**Run 1: metal 1**

Bar = 20 um.
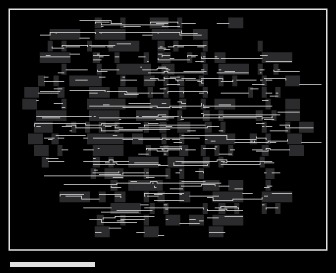
**Run 1: signal wires on met2**

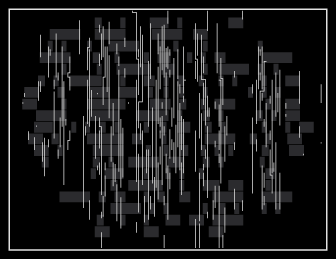
**Run 1: met3 routing**

Bar = 20 um.
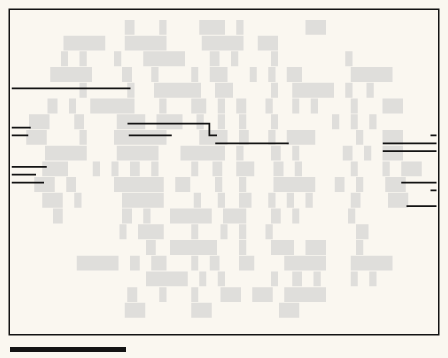
**Run 1: sequential cells grouped by signal name**

Other sequential cells in the stronger grey, the rest of the logic in the fainter grey.
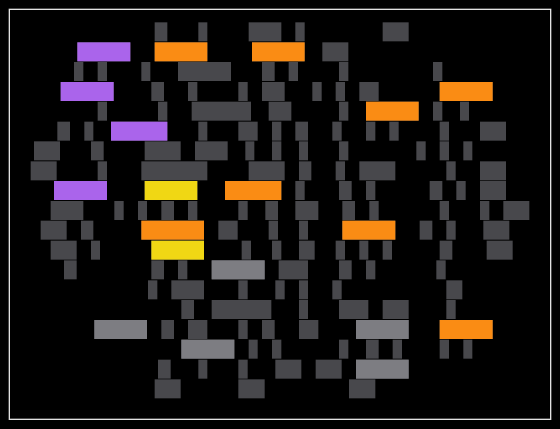
==> config.mk <==
export PLATFORM = sky130hd
export DESIGN_NAME = z_seq_mult
export DESIGN_NICKNAME = d
export VERILOG_FILES = /design/src/rtl/z_pkg.sv /design/src/rtl/z_n_rca.sv /design/src/rtl/z_seq_mult.sv
export SDC_FILE = /design/constraint.sdc
export NUM_CORES = 1
export LEC_CHECK = 0
export ABC_AREA = 1
export CELL_PAD_IN_SITES_DETAIL_PLACEMENT = 2
export CELL_PAD_IN_SITES_GLOBAL_PLACEMENT = 2
export CORE_ASPECT_RATIO = 0.75
export CORE_UTILIZATION = 24
export CTS_CLUSTER_DIAMETER = 120
export CTS_CLUSTER_SIZE = 24
export DETAILED_ROUTE_END_ITERATION = 8
export GPL_ROUTABILITY_DRIVEN = 0
export HOLD_SLACK_MARGIN = 0.03
export PLACE_DENSITY = 0.79
export SLEW_MARGIN = 20
export SYNTH_ARGS = -nofsm -noshare
export SYNTH_HDL_FRONTEND = slang
export SYNTH_SLANG_ARGS = --single-unit
==> constraint.sdc <==
create_clock -name clk -period 1.7 [get_ports clk]
set_input_delay 0.34 -clock clk [delete_from_list [all_inputs] [get_ports clk]]
set_output_delay 0.34 -clock clk [all_outputs]
set_load 0.02 [all_outputs]
==> impl_metrics.toml, run 1 <==
# physical design summary
[critical_path]
worst-path-buf-inv = 3
crit_chain = "ha_4 -> fa_2 -> inv_2 -> fa_2 -> inv_2 -> fa_1 -> inv_1 -> nand2_1 -> nand3_1 -> a21oi_2"
crit_cells = 10
regToRegSetupSlack_ns = -0.30
path_delay_family = "adder cells"
cp-end-kind = "flip-flop"
critPathMaxFanout = 2
cp.required_ns = 1.90
crit_path_max_incr_delay_ns = 0.47
rr_worst_depth = 10
slowest_stage = "fa_1"
path_class = "flip-flop to flip-flop"

[clocking]
cts_tree = "yes"
cts_setup_buffers = 0
cts_buffers = 3
htree_levels = 1
root_buffer = "clkbuf_8"
clk_path_buf_depth = 2
holdBufCountCts = 0
cts_num_sinks = 19

[power_and_ir_drop]
power_uw = 1081
p_clk_frac = 0.298
p_seq_uw = 510
p_leak_uw = 0.0006092
combPwrFrac = 0.229
p_per_area_mw_per_mm2 = 833.3
share_seq_of_total_power = 0.472
power_leader = "sequential cells"
ir_drop_v = 0.0003658
p_switching_uw = 330.2

[routing]
drt_pass1_iterations = 2
wl_per_cell_um = 13.25
drc_errors = 0
top_layer = "met4"
wl_met3_um = 107
vias_per_cell = 4.285
wl_met1_mm = 1.251

[sta]
fmax_mhz = 499.0
final_max_slew_viol_count = 0
whs_ns = 0.4682
final-setup-viol-count = 3
tightest_slew_ns = 0.4134
fin_worst_skew_ns = 0.002491
hold_viol = 0
setup_tns_ns = -0.3896
layout_setup_ws_ns = -0.3042

[outcome]
status = "complete, but fails checks"
violations = "negative setup slack"

[synthesis]
edf_count = 0
synth-adder-area-share = 0.09103
postSynthSeqShare = 0.4070
syn_area_per_cell_um2 = 7.245
top_area_cell = "dfxtp_1"
yosys_warnings = 0
synthArstFlopShare = 0
top_area_frac = 0.4070
yosys-stat-cells = 129
synthAoiAreaFrac = 0.08032
area_leaders = "dfxtp_1 (41%), nand2_1 (14%), nor2_1 (7.6%)"
mux_share = 0
postSynthCellCount = 129
ys_sh_xor = 0
synthesis.nets = 145
ys_ff = 19

[layout]
layout.cells.most_common = "nand2_1"
final_cell_area_mm2 = 0.001297
largestClassByArea = "multi-input combinational cells"
nets = 172
clk_share = 0.03568
fill_cells = 440
drive_above_1_share = 0.1613
inverters = 20
combGateArea_um2 = 471.7
buffer_area_frac = 0.1909

[placement]
dp_hpwl_mm = 2.126
place_inst = 203
preCtsSetupSlack_ns = -0.3073

[floorplan]
die_area_mm2 = 0.004151
die_h_um = 56.05
fp.dieW_um = 74.06
rows = 19
initial_core_util = 0.2537
nWellTaps = 52

[grt]
grt-ovfl-total = 0
grt_pass1_vias = 931
top_usage_layer = "met2"
grt_use_total = 0.1437
-- 'metal 1' (at the start) --
The layer holds 46% of the routed length. The layer carries 1250 um of wire. 146 nets have wire on it. The longest straight run is 29.0 um.
Detailed Route WL: 2.743 mm
DR vias: 887
GR Util met1: 0.1767

-- 'signal wires on met2' (at the start) --
152 nets have wire on it. The layer holds 50% of the routed length. The longest straight run is 25.2 um. The wires run mostly vertical.
met2 usage: 0.2468

-- 'met3 routing' (at the start) --
The wires run mostly horizontal. The layer carries 108 um of wire. The longest straight run is 20.2 um.
met3 usage: 0.04348

-- 'sequential cells grouped by signal name' (at the start) --
Key: orange = product [sequential cells 8]; yellow = count_q [sequential cells 2]; purple = mcand_q [sequential cells 4, where upper left]
flop share of the area: 0.2980
register area: 386.6 um2
post-layout util: 0.3521

**Run 1: placed standard cells**

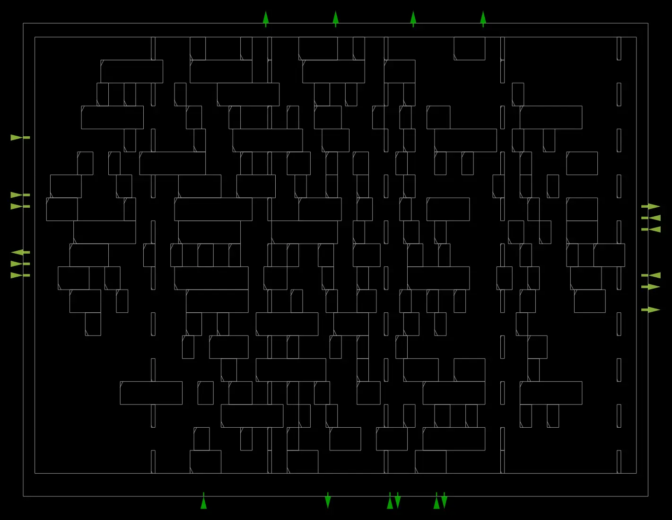

==> run 1 -> run 2 <==
--- a/config.mk
+++ b/config.mk
@@ -6,7 +6,7 @@
 export NUM_CORES = 1
 export LEC_CHECK = 0
 export ABC_AREA = 1
-export CELL_PAD_IN_SITES_DETAIL_PLACEMENT = 2
+export CELL_PAD_IN_SITES_DETAIL_PLACEMENT = 0
 export CELL_PAD_IN_SITES_GLOBAL_PLACEMENT = 2
 export CORE_ASPECT_RATIO = 0.75
 export CORE_UTILIZATION = 24
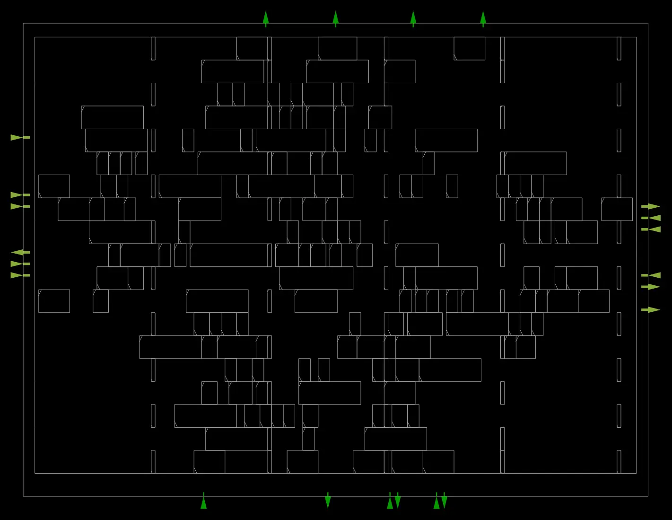
**Above:** run 2 (placed standard cells).
Seq Cell Count: 19
flop share of the area: 0.2970
Well Taps: 52
Final Instance Count excl. Fillers: 207

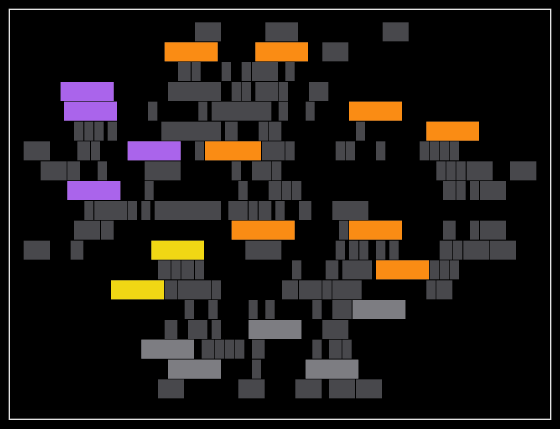
**Above:** run 2 (sequential cells grouped by signal name).
Other sequential cells in the stronger grey, the rest of the logic in the fainter grey.
register area: 385.4 um2
Seq power: 507 uW

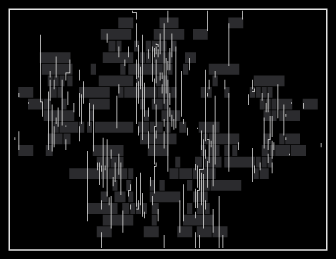
**Above:** run 2 (signal wires on met2).
The longest straight run is 24.5 um. 122 nets have wire on it. The layer carries 816 um of wire. The wires run mostly vertical.
met2 usage: 0.1403
DR vias: 812

==> impl_metrics.toml, run 2 <==
# physical design summary
[synthesis]
yosys_warnings = 0
synthAoiAreaFrac = 0.08032
ys_sh_xor = 0
edf_count = 0
mux_share = 0
top_area_cell = "dfxtp_1"
postSynthSeqShare = 0.4070
synthArstFlopShare = 0
ys_ff = 19
synthesis.nets = 145
syn_area_per_cell_um2 = 7.245

[grt]
grt-ovfl-total = 0
top_usage_layer = "met1"
grtUsageMet3 = 0.04710
grt_pass1_vias = 683
grt_use_total = 0.1055
met1_usage = 0.1496

[power_and_ir_drop]
power_leader = "sequential cells"
p_clk_frac = 0.299
p_per_area_mw_per_mm2 = 815.9
ir_drop_v = 0.0003701
combPwrFrac = 0.223
power_uw = 1059
p_switching_uw = 305.8
p_leak_uw = 0.0005878

[placement]
preCtsSetupSlack_ns = -0.2262
dp_hpwl_mm = 1.528
place_inst = 203

[critical_path]
cp-end-kind = "flip-flop"
path_delay_family = "adder cells"
crit_path_max_incr_delay_ns = 0.47
critPathMaxFanout = 2
cp.required_ns = 1.90
path_class = "flip-flop to flip-flop"
crit_chain = "ha_4 -> fa_2 -> inv_2 -> fa_2 -> inv_2 -> fa_1 -> inv_1 -> nand2_1 -> nand3_2 -> a21oi_2"
crit_cells = 10
worst-path-buf-inv = 3
regToRegSetupSlack_ns = -0.24
rr_worst_depth = 10

[clocking]
clk_path_buf_depth = 2
cts_num_sinks = 19
cts_buffers = 3
root_buffer = "clkbuf_8"
cts_tree = "yes"
htree_levels = 1

[outcome]
violations = "negative setup slack"
status = "complete, but fails checks"

[layout]
inverters = 20
drive_above_1_share = 0.1548
nets = 172
layout.cells.most_common = "nand2_1"
clk_share = 0.03472
buffer_area_frac = 0.1890

[routing]
drc_errors = 0
drt_pass1_iterations = 3
wl_per_cell_um = 9.657
wl_mm = 1.999
wl_met1_mm = 1.047
vias_per_cell = 3.923
wl_met3_um = 121

[floorplan]
die_h_um = 56.05
die_area_mm2 = 0.004151
rows = 19
fp.dieW_um = 74.06

[sta]
fmax_mhz = 515.0
final_max_slew_viol_count = 0
tightest_slew_ns = 0.4280
final-setup-viol-count = 2
setup_tns_ns = -0.2888
hold_viol = 0
layout_setup_ws_ns = -0.2417
fin_worst_skew_ns = 0.007040
Power figures rest on the tool's default switching activity, not on a simulated workload.
